### config.mk
export PLATFORM = sky130hd
export DESIGN_NAME = ksk_addr_issue
export DESIGN_NICKNAME = d
export VERILOG_FILES = /design/src/rtl/ksk_pkg.sv /design/src/rtl/ksk_addr_cnt.sv /design/src/rtl/ksk_addr_issue.sv
export SDC_FILE = /design/constraint.sdc
export NUM_CORES = 1
export LEC_CHECK = 0
export CORE_AREA = 3 3 89 91
export CTS_CLUSTER_SIZE = 8
export DETAILED_ROUTE_END_ITERATION = 16
export DIE_AREA = 0 0 92 94
export PLACE_DENSITY_LB_ADDON = 0.15
export SLEW_MARGIN = 10
export SYNTH_ARGS = -nofsm -noshare
export SYNTH_HDL_FRONTEND = slang
export SYNTH_HIERARCHICAL = 1
export SYNTH_SLANG_ARGS = --single-unit
### constraint.sdc
create_clock -name clk -period 3.4 [get_ports clk]
set_input_delay 0.85 -clock clk [delete_from_list [all_inputs] [get_ports clk]]
set_output_delay 0.85 -clock clk [all_outputs]
set_load 0.03 [all_outputs]
### src/rtl/ksk_pkg.sv
// Shared KSK address-space constants and FSM state type, used by both the
// issuing side and the receive-side address tracker.
package ksk_pkg;
  localparam int KSK_ADDR_MAX     = 511;
  localparam int KSK_INDEX_MAX    = 11;
  localparam int KSK_ROW_LEN      = KSK_ADDR_MAX + 1;
  localparam int KSK_STAGE_STRIDE = KSK_ROW_LEN * (KSK_INDEX_MAX + 1);

  localparam int KSK_ADDR_W  = 9;
  localparam int KSK_INDEX_W = 4;
  localparam int KSK_STAGE_W = 4;
  localparam int KSK_WORD_W  = 32;

  typedef enum logic [1:0] {
    ST_IDLE = 2'd0,
    ST_RUN  = 2'd1,
    ST_DONE = 2'd2
  } ksk_state_e;
endpackage

### src/rtl/ksk_addr_cnt.sv
// Nested addr/index/stage counter with a parallel linear word counter; the word
// is incremented alongside the nested counters so it never needs a multiplier.
module ksk_addr_cnt
  import ksk_pkg::*;
#(
  parameter int ADDR_MAX  = KSK_ADDR_MAX,
  parameter int INDEX_MAX = KSK_INDEX_MAX,
  parameter int STAGE_W   = KSK_STAGE_W,
  parameter int WORD_W    = KSK_WORD_W
) (
  input  logic                   clk,
  input  logic                   rst,
  input  logic                   clr_i,
  input  logic                   adv_i,
  input  logic [STAGE_W-1:0]     num_stage_i,
  output logic [KSK_ADDR_W-1:0]  addr_o,
  output logic [KSK_INDEX_W-1:0] index_o,
  output logic [STAGE_W-1:0]     stage_o,
  output logic [WORD_W-1:0]      word_o,
  output logic                   last_o
);
  localparam logic [KSK_ADDR_W-1:0]  ADDR_LAST  = KSK_ADDR_W'(ADDR_MAX);
  localparam logic [KSK_INDEX_W-1:0] INDEX_LAST = KSK_INDEX_W'(INDEX_MAX);

  logic [KSK_ADDR_W-1:0]  addr_q,  addr_d;
  logic [KSK_INDEX_W-1:0] index_q, index_d;
  logic [STAGE_W-1:0]     stage_q, stage_d;
  logic [WORD_W-1:0]      word_q,  word_d;

  always_comb begin
    addr_d  = addr_q;
    index_d = index_q;
    stage_d = stage_q;
    word_d  = word_q;
    if (clr_i) begin
      addr_d  = '0;
      index_d = '0;
      stage_d = '0;
      word_d  = '0;
    end else if (adv_i) begin
      word_d = word_q + WORD_W'(1);
      if (addr_q == ADDR_LAST) begin
        addr_d = '0;
        if (index_q == INDEX_LAST) begin
          index_d = '0;
          stage_d = stage_q + STAGE_W'(1);
        end else begin
          index_d = index_q + KSK_INDEX_W'(1);
        end
      end else begin
        addr_d = addr_q + KSK_ADDR_W'(1);
      end
    end
  end

  always_ff @(posedge clk or posedge rst) begin
    if (rst) begin
      addr_q  <= '0;
      index_q <= '0;
      stage_q <= '0;
      word_q  <= '0;
    end else begin
      addr_q  <= addr_d;
      index_q <= index_d;
      stage_q <= stage_d;
      word_q  <= word_d;
    end
  end

  assign addr_o  = addr_q;
  assign index_o = index_q;
  assign stage_o = stage_q;
  assign word_o  = word_q;
  assign last_o  = (stage_q == num_stage_i - STAGE_W'(1)) &&
                   (index_q == INDEX_LAST) && (addr_q == ADDR_LAST);
endmodule

### src/rtl/ksk_addr_issue.sv
// Issues the linear KSK address word stream (stage/index/addr) over a
// valid/ready interface, one word per handshake, for a commanded stage count.
module ksk_addr_issue
  import ksk_pkg::*;
#(
  parameter int ADDR_MAX  = KSK_ADDR_MAX,
  parameter int INDEX_MAX = KSK_INDEX_MAX,
  parameter int STAGE_W   = KSK_STAGE_W,
  parameter int WORD_W    = KSK_WORD_W
) (
  input  logic                   clk,
  input  logic                   rst,
  input  logic                   i_start,
  input  logic [STAGE_W-1:0]     i_num_stage,
  output logic                   o_busy,
  output logic                   o_done,
  output logic                   o_valid,
  input  logic                   i_ready,
  output logic [WORD_W-1:0]      o_ksk_addr_word,
  output logic [STAGE_W-1:0]     o_ksk_stage,
  output logic [KSK_INDEX_W-1:0] o_ksk_index,
  output logic [KSK_ADDR_W-1:0]  o_ksk_addr,
  output logic                   o_last
);
  ksk_state_e         state_q;
  logic [STAGE_W-1:0] num_stage_q;
  logic               valid_q, busy_q, done_q;
  logic               hs, cnt_last, cnt_clr, cnt_adv;

  assign hs      = valid_q & i_ready;
  assign cnt_clr = (state_q == ST_IDLE) && i_start && (i_num_stage != '0);
  // The final beat does not advance, so the outputs keep the last word after DONE.
  assign cnt_adv = hs & ~cnt_last;

  ksk_addr_cnt #(
    .ADDR_MAX (ADDR_MAX),
    .INDEX_MAX(INDEX_MAX),
    .STAGE_W  (STAGE_W),
    .WORD_W   (WORD_W)
  ) u_cnt (
    .clk        (clk),
    .rst        (rst),
    .clr_i      (cnt_clr),
    .adv_i      (cnt_adv),
    .num_stage_i(num_stage_q),
    .addr_o     (o_ksk_addr),
    .index_o    (o_ksk_index),
    .stage_o    (o_ksk_stage),
    .word_o     (o_ksk_addr_word),
    .last_o     (cnt_last)
  );

  always_ff @(posedge clk or posedge rst) begin
    if (rst) begin
      state_q     <= ST_IDLE;
      num_stage_q <= '0;
      valid_q     <= 1'b0;
      busy_q      <= 1'b0;
      done_q      <= 1'b0;
    end else begin
      case (state_q)
        ST_IDLE: begin
          done_q <= 1'b0;
          if (i_start) begin
            if (i_num_stage != '0) begin
              state_q     <= ST_RUN;
              num_stage_q <= i_num_stage;
              valid_q     <= 1'b1;
              busy_q      <= 1'b1;
            end else begin
              state_q <= ST_DONE;
              done_q  <= 1'b1;
            end
          end
        end
        ST_RUN: begin
          if (hs && cnt_last) begin
            state_q <= ST_DONE;
            valid_q <= 1'b0;
            busy_q  <= 1'b0;
            done_q  <= 1'b1;
          end
        end
        ST_DONE: begin
          state_q <= ST_IDLE;
          done_q  <= 1'b0;
        end
        default: begin
          state_q <= ST_IDLE;
          valid_q <= 1'b0;
          busy_q  <= 1'b0;
          done_q  <= 1'b0;
        end
      endcase
    end
  end

  assign o_valid = valid_q;
  assign o_busy  = busy_q;
  assign o_done  = done_q;
  assign o_last  = cnt_last & valid_q;
endmodule

### Wire density map, run 1

Bar = 20 µm. The die is cut into 18 by 19 equal tiles; dark purple is low, yellow is high, scaled to the fullest tile. Values are wire area over tile area, all layers added.
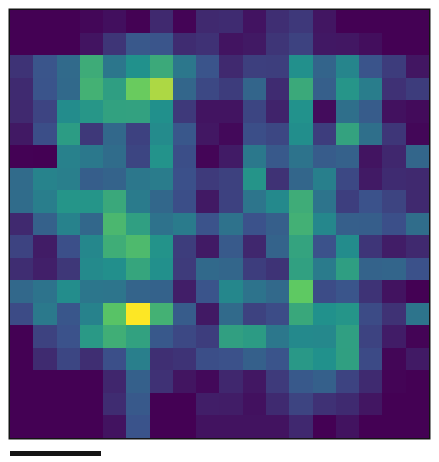
fullest tile: 0.46
nearly empty tiles: 14%
mean over tiles: 0.12
densest ninth of the die: west
tiles over half the peak: 14%

### Clock wires, drivers and flops, run 1

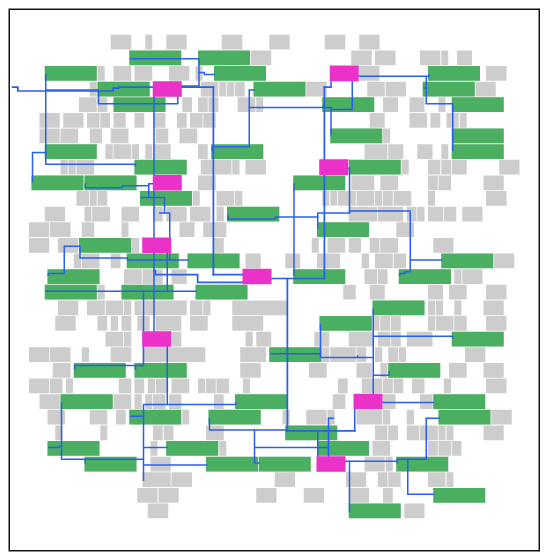
[magenta] clock drivers | count: 9
[green] flip-flops | count: 57
[blue] clock wires | length: 861 µm
routed clock nets: 10

==> out/metrics.yaml, run 1 <==
cp-endpoint: "o_last"
p_comb_share_pct: 27.3
holdCritStartpoint: "state_q[1]"
clk_pin_slew_ps: 70
clkCellAreaFrac_pct: 5.13
cp.arrival_ps: 2340
num_vias: 2274
cts_buffers: 9
synth_seq_share_pct: 50.0
ys_sh_simple_pct: 24.6
portBuffers: 60
clk_latency_ps: 330
grt_max_degree: 50
rows: 31
seqPwrFrac_pct: 42.3
slew_violations: 0
dr.pass1.iters: 4
antenna_found_initial: 0
seq_cell_count: 57
ys_cells: 285
inv_count: 6
comb-power_w: 0.000575
timing.rr.end: "u_cnt/stage_o[3]"
netlist-cell-type-count: 38
finalClockSkew_ps: 6.86
path_class: "reg -> out"
edf_count: 0
synth.area.top_cells: "dfrtp_1 (50%), xor2_1 (8.6%), nor2_1 (6.1%)"
cp_max_fo: 6
place_worst_setup_slack_ps: 177
initCoreUtil_pct: 39.5
yosys-top-cells-count: "dfrtp_1 (57), nor2_1 (46), xor2_1 (28)"
worstSetupEndpointType: "primary output"
rrSetupSlack_ps: 280
logic_family: "simple AND/OR/NAND/NOR gates"
wl_per_cell_um: 14.0
adder_share_pct: 2.63
min_to: "state_q[1]"
diodes: 0
lay_top_count: "clkdlybuf4s50_1"
outcome: "completed"
buf_share_pct: 17.8
die_h_um: 94
sh_comb_area_pct: 35.8
hold_class: "reg -> reg"
worst-path-stages: 8
min_period_ps: 3190
ys_sh_mux_pct: 1.89
logic_area_um2: 1360
pg_seq_w: 0.000889
r2r_cells: 14
grt_pass1_vias: 2331
warnings: 26
xor_share_pct: 12.9
largest_area_cell: "dfrtp_1"
p_switching_w: 0.000700
ys_async_sr_fraction_pct: 100
route.met2.wl_mm: 3.09
cp-startpoint: "u_cnt/addr_o[0]"
logic_gates: 213
timing.final.crit_share_pct: 93.7
timing.setup.tns_ps: 0
ys_sh_aoi_pct: 5.75
clk-power_w: 0.000637
layout_top_cells: "clkdlybuf4s50_1 (59), dfrtp_1 (57), nor2_1 (46)"
hold_slack_ps: 513
power_leader: "registers"
yosysChipArea_um2: 2850
chipArea_um2: 8650
syn_area_um2: 2850
n_fill_cell: 712
worst-path-buf-inv: 1
ys.flop_type: "dfrtp_1"
power_frac_clock_pct: 30.3
largest_class: "registers"
core_um2: 7210
fin_cells: 460
cts.path.max_buffers: 2
taps: 99
syn_area_per_cell_um2: 10.0
grt_setup_unrepaired: "no"
use_met1_pct: 21.1
cts_setup_buffers: 0
cts_tree: "yes"
syn_inst: 285
start_kind: "register"
nets: 371
drv_cap: 0
placedCellCount: 445
yosysWarnings: 6
synth_top_area_share_pct: 50.0
hold_violations: 0
wirelength_mm: 6.43
seq_share_pct: 37.5
slowest_delay_ps: 400
layout_setup_ws_ps: 214
busiest_layer: "met2"
die_w_um: 92
worstPathRequired_ps: 2550
gr-total-overflow: 0
met2_usage_pct: 25.9
hpwl_mm: 4.52
drt-initial-drc-count: 79
r2r_start: "u_cnt/addr_o[0]"
wl_met3_um: 315
drc: 0
htreeDepth: 3
clock-sinks: 57
buffers: 70
fmax_ghz: 0.314
grt_pass1_wl_mm: 11.2
powerDensity_nw_per_um2: 552
path_common_cell: "ha_1"
top_layer: "met4"
post-synth-top-count-cell: "dfrtp_1"
path_cells: "ha_1 > nand3_1 > nor2_1 > ha_1 > nand4_1 > nor3_1 > and2_1 > clkdlybuf4s15_1"
p_int_w: 0.00140
cts.repair.resized: 1
critPathTopFamily: "simple AND/OR/NAND/NOR gates"
synth-seq-cells: 57
wl_met1_mm: 2.94
min_path_cells: 1
ioPinCount: 61
gp_congestion: 0.779
swShare_pct: 33.3
power_leakage_nw: 1.68
ir_drop_uv: 228
regArea_um2: 1430
final_cell_area_um2: 3800
worstMarginPinSlew_ps: 652
worst_slew_margin_rel_pct: 56.5
placed_area_um2: 3610
hold_buffers: 0
setup_viol: 0
cts-root-buf: "clkbuf_8"
fp_nets: 299
clockBufferCount: 12
critPathSlowestCell: "dfrtp_1"
syn2layout_area_growth_pct: 33.4
### Where the registers sit, run 1

Other sequential cells in the stronger gray, the rest of the logic in the fainter gray.
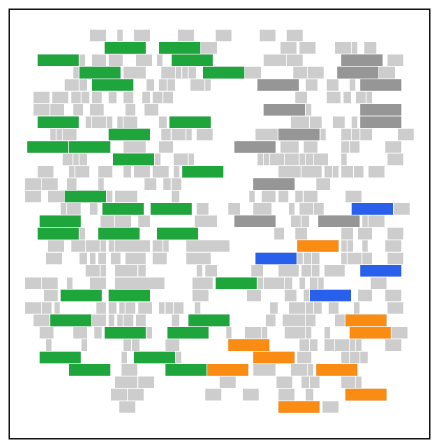
[green] `u_cnt/word_o` | placed flops: 32
[blue] `u_cnt/index_o` | placed flops: 4 | where: east
[orange] `u_cnt/addr_o` | placed flops: 9
not colored: 12

## Run 2: what changed since run 1
Settings changed: GPL_TIMING_DRIVEN set to 0, PLACE_DENSITY set to 0.63, PLACE_DENSITY_LB_ADDON 0.15 to not set.
### Where the registers sit, run 2

Other sequential cells in the stronger gray, the rest of the logic in the fainter gray.
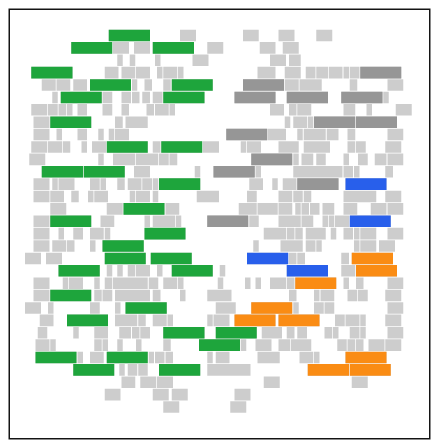
[orange] `u_cnt/addr_o` | placed flops: 9 | where: south-east
[blue] `u_cnt/index_o` | placed flops: 4 | where: east
[green] `u_cnt/word_o` | placed flops: 32
not colored: 12
flop share of the area: 37.2%
Storage cell area: 1430 µm²

==> out/metrics.yaml, run 2 <==
outcome: "completed"
drt-initial-drc-count: 60
timing.final.crit_share_pct: 94.1
cp-startpoint: "i_start"
rows: 31
place_worst_setup_slack_ps: -576
clk_latency_ps: 330
hold_buffers: 0
timing.setup.tns_ps: 0
logic_family: "simple AND/OR/NAND/NOR gates"
critPathTopFamily: "simple AND/OR/NAND/NOR gates"
edf_count: 0
seqPwrFrac_pct: 41.4
use_met1_pct: 21.7
wl_per_cell_um: 13.9
synth.area.top_cells: "dfrtp_1 (50%), xor2_1 (8.6%), nor2_1 (6.1%)"
drc: 0
rrSetupSlack_ps: 370
timing.rr.end: "u_cnt/word_o[31]"
core_um2: 7210
grt_setup_unrepaired: "no"
syn_area_per_cell_um2: 10.0
gp_congestion: 0.790
yosysChipArea_um2: 2850
n_fill_cell: 664
worstMarginPinSlew_ps: 576
worst-path-buf-inv: 3
worstSetupEndpointType: "register"
grt_pass1_vias: 2260
comb-power_w: 0.000590
worst-path-stages: 10
cts-root-buf: "clkbuf_8"
die_w_um: 92
grt_pass1_wl_mm: 10.8
ys_async_sr_fraction_pct: 100
chipArea_um2: 8650
cp_max_fo: 10
ir_drop_uv: 179
drv_cap: 0
busiest_layer: "met2"
clk_pin_slew_ps: 60
path_cells: "clkdlybuf4s50_1 > nor3b_1 > nand2_2 > inv_1 > buf_4 > o2111ai_4 > nor4_4 > nand3_2 > or3_1 > a21oi_1"
diodes: 0
worst_slew_margin_rel_pct: 61.6
htreeDepth: 3
wirelength_mm: 6.43
power_leakage_nw: 1.69
syn2layout_area_growth_pct: 34.4
ys_cells: 285
hold_class: "reg -> reg"
yosysWarnings: 6
min_to: "state_q[1]"
post-synth-top-count-cell: "dfrtp_1"
placedCellCount: 445
slowest_delay_ps: 460
p_switching_w: 0.000711
nets: 372
p_comb_share_pct: 27.6
holdCritStartpoint: "state_q[1]"
cts.repair.resized: 3
ioPinCount: 61
logic_gates: 213
powerDensity_nw_per_um2: 558
clkCellAreaFrac_pct: 5.42
wl_met1_mm: 3.10
hpwl_mm: 4.52
setup_viol: 0
clk-power_w: 0.000662
grt_max_degree: 26
logic_area_um2: 1390
portBuffers: 60
antenna_found_initial: 0
gr-total-overflow: 0
ys.flop_type: "dfrtp_1"
xor_share_pct: 12.9
cp-endpoint: "u_cnt/word_o[31]"
hold_slack_ps: 506
initCoreUtil_pct: 39.5
dr.pass1.iters: 4
placed_area_um2: 3600
die_h_um: 94
lay_top_count: "clkdlybuf4s50_1"
warnings: 26
synth-seq-cells: 57
adder_share_pct: 2.63
p_int_w: 0.00143
taps: 99
netlist-cell-type-count: 38
inv_count: 6
cts_setup_buffers: 0
largest_area_cell: "dfrtp_1"
power_leader: "registers"
cts_tree: "yes"
layout_top_cells: "clkdlybuf4s50_1 (59), dfrtp_1 (57), nor2_1 (45)"
seq_cell_count: 57
synth_seq_share_pct: 50.0
worstPathRequired_ps: 3660
synth_top_area_share_pct: 50.0
ys_sh_simple_pct: 24.6
ys_sh_aoi_pct: 5.75
path_class: "in -> reg"
r2r_start: "u_cnt/addr_o[0]"
pg_seq_w: 0.000885
### Drive-strength map, run 2

Bar = 20 µm.
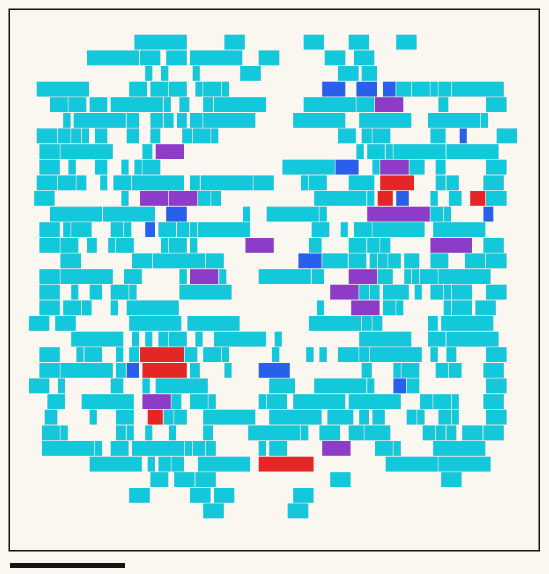
[purple] _6 and larger | cells: 14
[blue] _2 cells | cells: 13
[cyan] _0 and _1 cells | cells: 329
[red] _3 and _4 cells | cells: 7
Non-clk bufs: 71
fin area: 3830 µm²
slack of the critical path: 202 ps

